==> run_1/cell_classes.png <==
The bar under the picture is 20 um long. Fill, decap, tap and diode cells in grey.
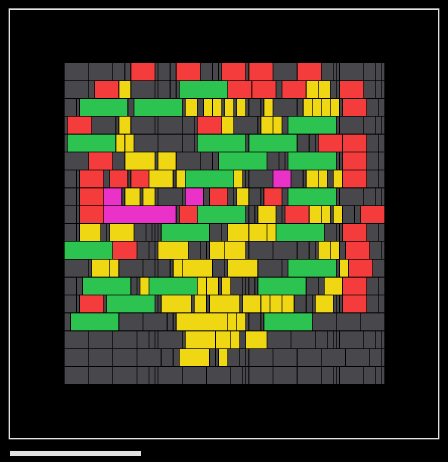
==> run_1/metal_stack.png <==
The bar under the picture is 20 um long.
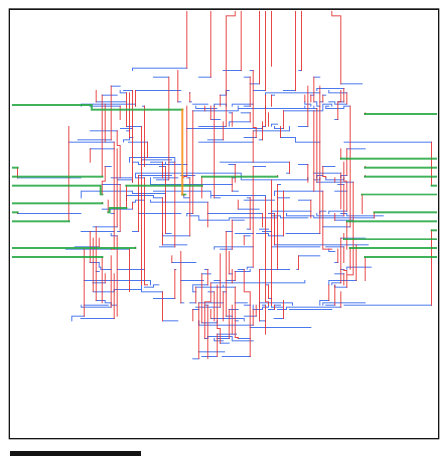
==> run_1/registers.png <==
The bar under the picture is 20 um long.
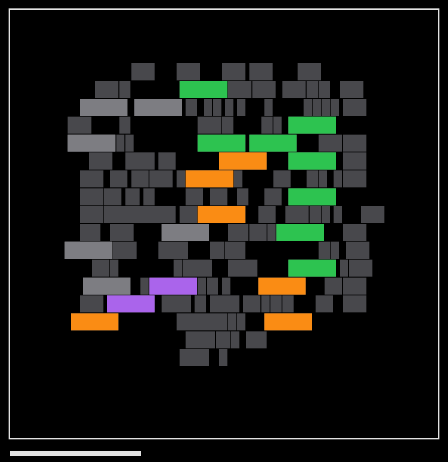
**config.mk**
```make
export PLATFORM = sky130hd
export DESIGN_NAME = usr_shift_sequencer
export DESIGN_NICKNAME = d
export VERILOG_FILES = /design/src/rtl/usr_pkg.sv /design/src/rtl/usr_cmd_queue.sv /design/src/rtl/usr_shift_sequencer.sv
export SDC_FILE = /design/constraint.sdc
export NUM_CORES = 1
export LEC_CHECK = 0
export CAP_MARGIN = 10
export CORE_MARGIN = 8
export CORE_UTILIZATION = 40
export DETAILED_ROUTE_END_ITERATION = 6
export PLACE_DENSITY = 0.7
export SLEW_MARGIN = 20
export SYNTH_ARGS = -nofsm -noshare
export SYNTH_HDL_FRONTEND = slang
export SYNTH_SLANG_ARGS = --single-unit
```
**constraint.sdc**
```tcl
create_clock -name CLK -period 2.05 [get_ports CLK]
set_input_delay 0.615 -clock CLK [delete_from_list [all_inputs] [get_ports CLK]]
set_output_delay 0.615 -clock CLK [all_outputs]
set_load 0.01 [all_outputs]
```
**src/rtl/usr_pkg.sv**
```systemverilog
// rtl/usr_pkg.sv - shared types and constants for the USR shift sequencer
package usr_pkg;

  localparam int USR_WIDTH = 8;
  localparam int USR_CNT_W = 4;

  localparam logic DIR_LEFT  = 1'b0;
  localparam logic DIR_RIGHT = 1'b1;

  typedef enum logic [1:0] {
    IDLE  = 2'd0,
    LOAD  = 2'd1,
    SHIFT = 2'd2,
    DONE  = 2'd3
  } usr_state_e;

  typedef struct packed {
    logic                 load;
    logic                 dir;
    logic [USR_CNT_W-1:0] count;
    logic [USR_WIDTH-1:0] data;
  } usr_cmd_t;

endpackage

```
**src/rtl/usr_cmd_queue.sv**
```systemverilog
// rtl/usr_cmd_queue.sv - 2-entry command FIFO in front of the shift sequencer
module usr_cmd_queue #(
  parameter int DW = 14
) (
  input  logic          clk,
  input  logic          rst,
  input  logic [DW-1:0] s_tdata,
  input  logic          s_tvalid,
  output logic          s_tready,
  output logic [DW-1:0] m_tdata,
  output logic          m_tvalid,
  input  logic          m_tready
);

  logic [DW-1:0] mem [2];
  logic          wr_ptr;
  logic          rd_ptr;
  logic [1:0]    cnt;
  logic          do_push;
  logic          do_pop;

  // A full FIFO still takes a push when the head leaves in the same cycle.
  always_comb begin
    do_pop   = m_tready && (cnt != 2'd0);
    do_push  = s_tvalid && ((cnt != 2'd2) || do_pop);
    s_tready = (cnt != 2'd2);
    m_tvalid = (cnt != 2'd0);
    m_tdata  = mem[rd_ptr];
  end

  // Storage is data only, so it carries no reset.
  always_ff @(posedge clk) begin
    if (do_push) begin
      mem[wr_ptr] <= s_tdata;
    end
  end

  // Pointer and occupancy bookkeeping.
  always_ff @(posedge clk) begin
    if (rst) begin
      wr_ptr <= 1'b0;
      rd_ptr <= 1'b0;
      cnt    <= 2'd0;
    end else begin
      if (do_push) wr_ptr <= ~wr_ptr;
      if (do_pop)  rd_ptr <= ~rd_ptr;
      cnt <= cnt + 2'(do_push) - 2'(do_pop);
    end
  end

endmodule

```
**src/rtl/usr_shift_sequencer.sv**
```systemverilog
// rtl/usr_shift_sequencer.sv - load/shift command sequencer for the USR (option: USR_SEQ_QUEUE_EN)
module usr_shift_sequencer
  import usr_pkg::*;
#(
  parameter int WIDTH = USR_WIDTH,
  parameter int CNT_W = USR_CNT_W
) (
  input  logic             CLK,
  input  logic             RST,
  input  logic             cmd_valid,
  output logic             cmd_ready,
  input  logic             cmd_load,
  input  logic             cmd_dir,
  input  logic [CNT_W-1:0] cmd_count,
  input  logic [WIDTH-1:0] cmd_data,
  output logic             SL,
  output logic             SR,
  output logic             LD,
  output logic [WIDTH-1:0] PI,
  output logic             busy,
  output logic             done
);

  typedef struct packed {
    logic             load;
    logic             dir;
    logic [CNT_W-1:0] count;
    logic [WIDTH-1:0] data;
  } cmd_t;

  localparam int CMD_W = $bits(cmd_t);

  cmd_t       in_cmd;
  cmd_t       head_cmd;
  logic       head_valid;
  logic       take;
  cmd_t       cmd_q, cmd_d;
  usr_state_e state_q, state_d;
  logic [CNT_W-1:0] count_c;
  logic sl_d, sr_d, ld_d, busy_d, done_d;

  assign in_cmd = '{load: cmd_load, dir: cmd_dir, count: cmd_count, data: cmd_data};

`ifdef USR_SEQ_QUEUE_EN
  logic q_full_n;
  logic rdy_en;

  // Holds cmd_ready low through reset and for the first cycle after it.
  always_ff @(posedge CLK) begin
    if (RST) rdy_en <= 1'b0;
    else     rdy_en <= 1'b1;
  end

  assign cmd_ready = rdy_en && q_full_n;

  usr_cmd_queue #(.DW(CMD_W)) u_queue (
    .clk      (CLK),
    .rst      (RST),
    .s_tdata  (in_cmd),
    .s_tvalid (cmd_valid && cmd_ready),
    .s_tready (q_full_n),
    .m_tdata  (head_cmd),
    .m_tvalid (head_valid),
    .m_tready (take)
  );
`else
  logic ready_q;

  assign cmd_ready  = ready_q;
  assign head_valid = cmd_valid && cmd_ready;
  assign head_cmd   = in_cmd;
`endif

  // Next state, next command register and next registered outputs.
  always_comb begin
    state_d = state_q;
    cmd_d   = cmd_q;
    count_c = (head_cmd.count > CNT_W'(WIDTH)) ? CNT_W'(WIDTH) : head_cmd.count;
`ifdef USR_SEQ_QUEUE_EN
    take    = head_valid && ((state_q == IDLE) || (state_q == DONE));
`else
    take    = head_valid && (state_q == IDLE);
`endif
    case (state_q)
      IDLE:    state_d = IDLE;
      LOAD:    state_d = (cmd_q.count != '0) ? SHIFT : DONE;
      SHIFT: begin
        cmd_d.count = cmd_q.count - 1'b1;
        if (cmd_q.count <= CNT_W'(1)) state_d = DONE;
      end
      DONE:    state_d = IDLE;
      default: state_d = IDLE;
    endcase
    if (take) begin
      cmd_d       = head_cmd;
      cmd_d.count = count_c;
      state_d     = LOAD;
    end
    sl_d   = (state_d == SHIFT) && (cmd_d.dir == DIR_LEFT);
    sr_d   = (state_d == SHIFT) && (cmd_d.dir == DIR_RIGHT);
    ld_d   = (state_d == LOAD) && cmd_d.load;
    busy_d = (state_d != IDLE);
    done_d = (state_d == DONE);
  end

  // State, command and output registers.
  always_ff @(posedge CLK) begin
    if (RST) begin
      state_q <= IDLE;
      cmd_q   <= '0;
      SL      <= 1'b0;
      SR      <= 1'b0;
      LD      <= 1'b0;
      busy    <= 1'b0;
      done    <= 1'b0;
    end else begin
      state_q <= state_d;
      cmd_q   <= cmd_d;
      SL      <= sl_d;
      SR      <= sr_d;
      LD      <= ld_d;
      busy    <= busy_d;
      done    <= done_d;
    end
  end

`ifndef USR_SEQ_QUEUE_EN
  // Ready is registered from the next state so it is high exactly in IDLE.
  always_ff @(posedge CLK) begin
    if (RST) ready_q <= 1'b0;
    else     ready_q <= (state_d == IDLE);
  end
`endif

  assign PI = cmd_q.data;

endmodule
```
==> impl.org, run 1 <==
#+TITLE: Implementation results

** Status
- The run finished with clean final reports.

** Cells and area
- Layout overhead on the synthesized area :: 35.9%
- Final layout net count :: 157
- Number of inserted diodes :: 0
- Final Cell Area :: 0.00131 sq mm

** Global routing
- Antenna violations before repair :: 0
- Global routing consumed, on the met1 layer, 11.5% of the routing resources.
- After global routing, the most crowded layer is met2.
- Entering global routing, the biggest net connects 14 pins.
- In the global route stage, overall resource usage came out at between 10% and 20%.
- For met3 alone, demand over resource in global routing was 6.46%.

** Job
- Tool warning count :: 30
- In this run the maximum-capacitance check reported violations numbering 0.

** Power
- The power report attributes to the combinational group a share of between 40 and 50%.
- Cell Pwr Density :: 1280 mW/mm^2
- The script computed the net switching share of total power as between 30% and 40%.
- Static leakage power :: slightly below 0.5 nW

** Yosys
- Yosys printed 0 warnings.
- Register bit count reported by yosys :: 22
- Synth unique cells :: 26
- Total cell area reported by yosys after synthesis :: 966 sq um
- Of the synthesized area, sequential elements account for 45.6%.
- Number of cells in Yosys stat :: 107
- Share of flip-flops with an asynchronous set or reset :: 0%
- Per the post-synthesis report, the number of cells in the design is between 100 and 150.

** CTS
- Looking at the clock tree report, the maximum root-to-sink buffer count equals 2.
- In this run the number of H-tree levels came out at 1.
- In this run, post-CTS hold repair placed 0 buffers.
- TritonCTS built the clock tree.
- Clock tree root buffer cell :: sky130_fd_sc_hd__clkbuf_4
- Clock latency of the later-clocked register in the worst-skew pair :: 0.31 ns
- CTS Buf Count :: 3

** STA
- Timing would allow up to 0.538 GHz.
- Of the available clock period, the critical path in the final layout requires approximately nine tenths.
- Final Skew :: 0.000731 ns
- Setup repair after global routing left no endpoint under its margin.
- For the finished layout, the period the worst path requires is 1.86 ns.
- Endpoints with negative setup slack in the final report add up to 0.
- In the final timing run, aggregate negative setup slack is 0 ns.

** Worst setup path
- Per STA, the worst path accumulates the most delay in the family buffers and inverters.
- Arrival time reported for the critical path endpoint :: 1.24 ns
- The worst setup path is launched from a flop.
- The required time at the worst endpoint is listed as 1.43 ns.
- CP bufs+invs :: 1
- Traced cell by cell, the critical path runs through clkdlybuf4s50_1.

** Route
- Wirelength, routed :: 2170 um
- DRC errors left :: 0
- Remaining antenna violation count after routing :: 0
- The pre-antenna-repair detailed-routing pass consisted of 4 iterations.
- Overall via count from detail_route :: 773
- Per the detail_route report, routed wire per instance is 13.3 um.
- Number of DRC violations after detailed-routing iteration 0 :: 38
- The detailed router put a total of 890 um of wire on met1.

** Floorplanning
- Die Width :: 65.1 um
- Placeable core region :: 0.00239 sq mm
- 31 I/O pins were placed.

** Place
- Cell Area, Placed :: between 0.001 and 0.0015 sq mm
- Count of input and output buffers :: 30

** Worst hold path
- The type recorded for the worst min-delay path is flop to flop.
## Picture notes: cell_classes.png
class	colour	cells
other buffers and delay cells	red	35
clock drivers and dummy loads	magenta	4
flip-flops	green	22
all other logic	yellow	72

## Picture notes: metal_stack.png
layer	colour	wire length
met1	blue	890 um
met4	orange	12.9 um
met3	green	258 um
met2	red	1,010 um

## Picture notes: registers.png
name in the netlist	colour	placed flops
state_q	purple	2
PI	green	8
cmd_q	orange	6
not coloured	6
sequential portion of the cell area: 33.6%
sequential cell area: 440 sq um

## run 1: worst paths after layout
| check | from | end | slack, ns | cells past startpoint |
|---|---|---|---|---|
| worst max-delay path | cmd_ready$_SDFF_PP0_ | cmd_ready | 0.19 | 1 |
| worst min-delay path | PI[2]$_SDFFE_PP0P_ | PI[2]$_SDFFE_PP0P_ | 0.46 | 2 |
| worst max register to register | cmd_q[8]$_SDFFE_PP0P_ | cmd_ready$_SDFF_PP0_ | 0.40 | 6 |
| worst min register to register | PI[2]$_SDFFE_PP0P_ | PI[2]$_SDFFE_PP0P_ | 0.46 | 2 |
## run 1: state kept, by name, indices dropped and copies added (netlist names)
signal,flops
PI,8
state_q,2
cmd_ready,1
cmd_q,6
done,1
LD,1
SL,1
busy,1
SR,1
## run 1: power groups by stage
stage / sequential (W) / combinational (W) / clock (W)
3_3_place_gp: 0.000626 / 0.000715 / 0
5_1_grt: 0.000632 / 0.000820 / 0.000354
2_1_floorplan: 0.000627 / 0.000501 / 0
6_report: 0.000618 / 0.000734 / 0.000331
3_5_place_dp: 0.000625 / 0.000735 / 0
4_1_cts: 0.000619 / 0.000743 / 0.000333
## run 1: layout make-up
class	count	area, sq um
tap	30	37.5
inverter	6	22.5
multi-input combinational	66	422
sequential	22	440
fill	243	1070
clock inverter	1	30.0
clock buffer	3	22.5
timing repair buffer	35	338
## run 1: per-stage QoR
step           hold WS [ns]  utilization, %  worst slack, ns  instances  power (W)
2_1_floorplan         0.437               -            0.626        107    0.00113
3_3_place_gp          0.443            52.8            0.174        159    0.00134
3_5_place_dp          0.447            52.8            0.144        159    0.00136
4_1_cts               0.464            55.0            0.186        163    0.00169
5_1_grt               0.481            55.0            0.130        163    0.00181
6_report              0.463            55.0            0.193        163    0.00168
## run 1: kinds of logic (layout without fill, tap and decap cells)
group | after synthesis | after routing | synth area share (%)
buffers and inverters | 19 | 45 | 10.8
adders and majority gates | 6 | 6 | 7.77
and+or+nand+nor | 39 | 39 | 20.6
DFF | 22 | 22 | 45.6
muxes | 2 | 2 | 2.07
xor gates and xnor gates | 3 | 3 | 2.72
AOI/OAI and AO/OA | 16 | 16 | 10.5
## run 1: cell usage in the layout (no fill, tap or decap), drive strengths merged
| cell type | n |
|---|---|
| bufinv | 1 |
| a21oi | 13 |
| ha | 6 |
| o311a | 1 |
| clkbuf | 3 |
| nand3b | 2 |
| mux2i | 2 |
| nor2 | 7 |
| inv | 6 |
| xor2 | 1 |
| nand3 | 2 |
| a211oi | 1 |
| and3 | 2 |
| xnor2 | 2 |
| dfxtp | 22 |
| nor4 | 2 |
| buf | 5 |
| nor3 | 1 |
| nor3b | 2 |
| or2 | 1 |
| clkdlybuf4s50 | 30 |
| nand2 | 19 |
| and3b | 1 |
| o211ai | 1 |
## run 1: cell usage after synthesis (3+ instances only)
cell type                   n
sky130_fd_sc_hd__ha_1       6
sky130_fd_sc_hd__nand2_1   19
sky130_fd_sc_hd__clkbuf_1   3
sky130_fd_sc_hd__dfxtp_1   22
sky130_fd_sc_hd__inv_1      5
sky130_fd_sc_hd__a21oi_1   13
sky130_fd_sc_hd__buf_4      8
sky130_fd_sc_hd__nor2_1     6
==> run_1/gate_families.png <==
The bar under the picture is 20 um long.
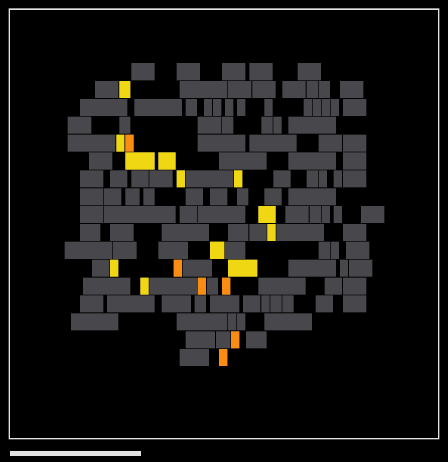

--- run 2 (diff from run 1) ---
CAP_MARGIN = 20   (was 10)
CELL_PAD_IN_SITES_DETAIL_PLACEMENT = 1   (was not set)
CELL_PAD_IN_SITES_GLOBAL_PLACEMENT = 2   (was not set)
CORE_UTILIZATION = 26   (was 40)
HOLD_SLACK_MARGIN = 0.15   (was not set)
PLACE_DENSITY = 0.77   (was 0.7)
==> run_2/gate_families.png <==
The bar under the picture is 20 um long.
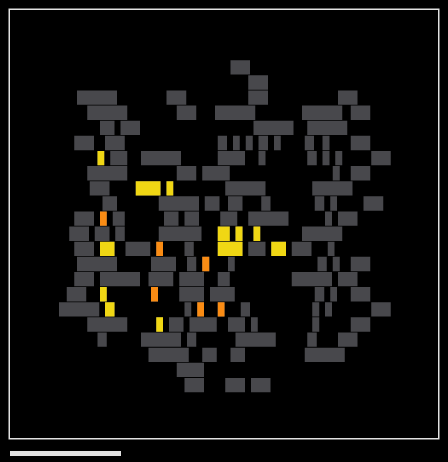
family	colour	cells
NOR gates	yellow	12
inverters	orange	6
commonest non-fill, non-tap cell in the layout: sky130_fd_sc_hd__clkdlybuf4s50_1
fraction of area in multi-input gates: 31.5%

==> run_2/cell_classes.png <==
The bar under the picture is 20 um long. Fill, decap, tap and diode cells in grey.
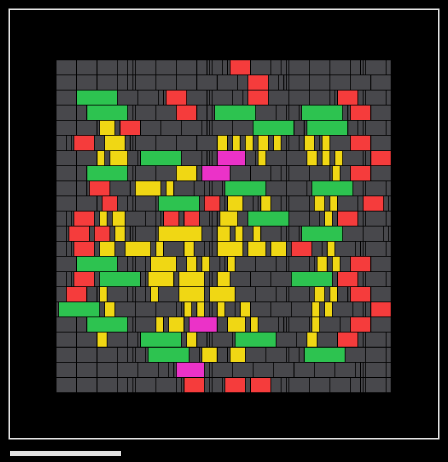
class	colour	cells
other buffers and delay cells	red	35
clock drivers and dummy loads	magenta	4
flip-flops	green	22
all other logic	yellow	72

==> impl.org, run 2 <==
#+TITLE: Implementation results

** Status
- Result of the run :: finished, final reports clean

** CTS
- CTS Buf Count :: 3
- Clock tree root buffer cell :: sky130_fd_sc_hd__clkbuf_8
- Hold repair after CTS inserted 0 buffers.
- In this run the number of H-tree levels came out at 1.

** Job
- Number of max-cap violations :: 0

** Worst setup path
- Cell-by-cell trace of the critical path :: clkdlybuf4s50_1
- Worst reg2reg path startpoint :: cmd_q[8]$_SDFFE_PP0P_
- Data required time of the critical path :: 1.43 ns
- Depth of the worst register-to-register path :: 6
- STA classifies the critical path startpoint as a flop.

** Route
- Remaining antenna violation count after routing :: 0
- Number of DRC violations after detailed-routing iteration 0 :: 26
- TritonRoute output was used to compute an average wire per cell of 12.8 um.
- For this block, wires on met1 add up to 1050 um.
- The first detailed-routing pass took 2 iterations.
- DRC errors left :: 0
- Overall via count from detail_route :: about 780

** Floorplanning
- Placeable core region :: about 0.0036 sq mm
- I/O pin total :: 31

** Yosys
- Yosys stat counts 107 cells in the synthesized netlist.
- Most numerous cell in the Yosys netlist :: sky130_fd_sc_hd__dfxtp_1
- For reference, the top logic cell family by area is simple AND/OR/NAND/NOR gates.
- Synthesis Warnings :: 0
- After synthesis, the share of flip-flops with an asynchronous set or reset is 0%.
- Yosys reported a register bit count of 22.
- Commonest cells in the synthesized netlist :: sky130_fd_sc_hd__dfxtp_1 (22), sky130_fd_sc_hd__nand2_1 (19), sky130_fd_sc_hd__a21oi_1 (13), sky130_fd_sc_hd__buf_4 (8)

** Cells and area
- Commonest cells after routing, fill and taps aside :: sky130_fd_sc_hd__clkdlybuf4s50_1 (30), sky130_fd_sc_hd__dfxtp_1 (22), sky130_fd_sc_hd__nand2_1 (19)
- At the end of the flow, the number of nets in the layout was between 150 and 200.
- 0 antenna diodes ended up in the layout.

** Power
- Per the OpenROAD power report, leakage power amounts to just under 0.5 nW.
- Cell Pwr Density :: 1250 mW/mm^2

** STA
- RSZ-0062 raised after global routing :: no
- Final worst path period need :: ~1.8 ns
- Per the finish-stage timing summary, setup violations number 0.

** Global routing
- Entering global routing, the biggest net connects 15 pins.
- The number of antenna violations at the first check in global routing is 0.

** Place
- Post-Place Cells :: 177
- During placement, the flow inserted port buffers numbering 30.

** Worst hold path
- The startpoint identified for the worst hold timing path is PI[2]$_SDFFE_PP0P_.
- Sink of the worst hold path :: PI[2]$_SDFFE_PP0P_
run 2: worst reg2reg max path, cell delays in order, from the launching register on:
cell	delay, ns
sky130_fd_sc_hd__dfxtp_1	0.42
sky130_fd_sc_hd__inv_1	0.09
sky130_fd_sc_hd__ha_1	0.21
sky130_fd_sc_hd__or2_0	0.20
sky130_fd_sc_hd__a21oi_1	0.18
sky130_fd_sc_hd__o311a_4	0.23
sky130_fd_sc_hd__nor3b_1	0.18
run 2: power by group:
part	internal [W]	switching (W)
clock network	0.000171	0.000142
registers	0.000542	0.0000775
logic	0.000367	0.000367
total	0.00108	0.000587
run 2: metal layers:
metal | up-vias | global-route usage, %
li1 | 393 | -
met1 | 359 | 8.79
met2 | 25 | 12.9
met3 | 2 | 3.96
met4 | 0 | 4.04
met5 | - | 0
run 2: worst max-delay path by stage:
stage	slack [ns]	endpoint	depth (start not counted)	startpoint
finish	0.28	cmd_ready	1	cmd_ready$_SDFF_PP0_
detailed placement	0.08	SR$_SDFF_PP0_	4	cmd_valid
global placement	0.14	SR$_SDFF_PP0_	4	cmd_valid
floorplan	0.63	cmd_ready$_SDFF_PP0_	6	cmd_q[8]$_SDFFE_PP0P_
global route	0.22	cmd_ready	1	cmd_ready$_SDFF_PP0_
CTS	0.25	cmd_ready	1	cmd_ready$_SDFF_PP0_
run 2: area by class of cell:
cell class | instances | area (sq um)
Multi-Input combinational cell | 66 | 422
Inverter | 6 | 22.5
Timing Repair Buffer | 35 | 338
Fill cell | 409 | 2270
Clock buffer | 4 | 55.1
Tap cell | 48 | 60.1
Sequential cell | 22 | 440
run 2: logic make-up after synthesis:
group | count (synthesis)
and+or+nand+nor | 39
DFF | 22
buffers and inverters | 19
AOI/OAI and AO/OA | 16
adders and majority gates | 6
xor gates and xnor gates | 3
muxes | 2
run 2: per-stage QoR:
stage | cell area [sq um] | setup WS, ns | total power (W) | hold slack, ns
CTS | 1340 | 0.253 | 0.00170 | 0.463
global placement | 1280 | 0.143 | 0.00136 | 0.443
detailed placement | 1280 | 0.0847 | 0.00138 | 0.451
floorplan | 966 | 0.626 | 0.00113 | 0.437
global route | 1340 | 0.223 | 0.00180 | 0.488
finish | 1340 | 0.277 | 0.00167 | 0.456
Power figures rest on the tool's default switching activity, not on a simulated workload.
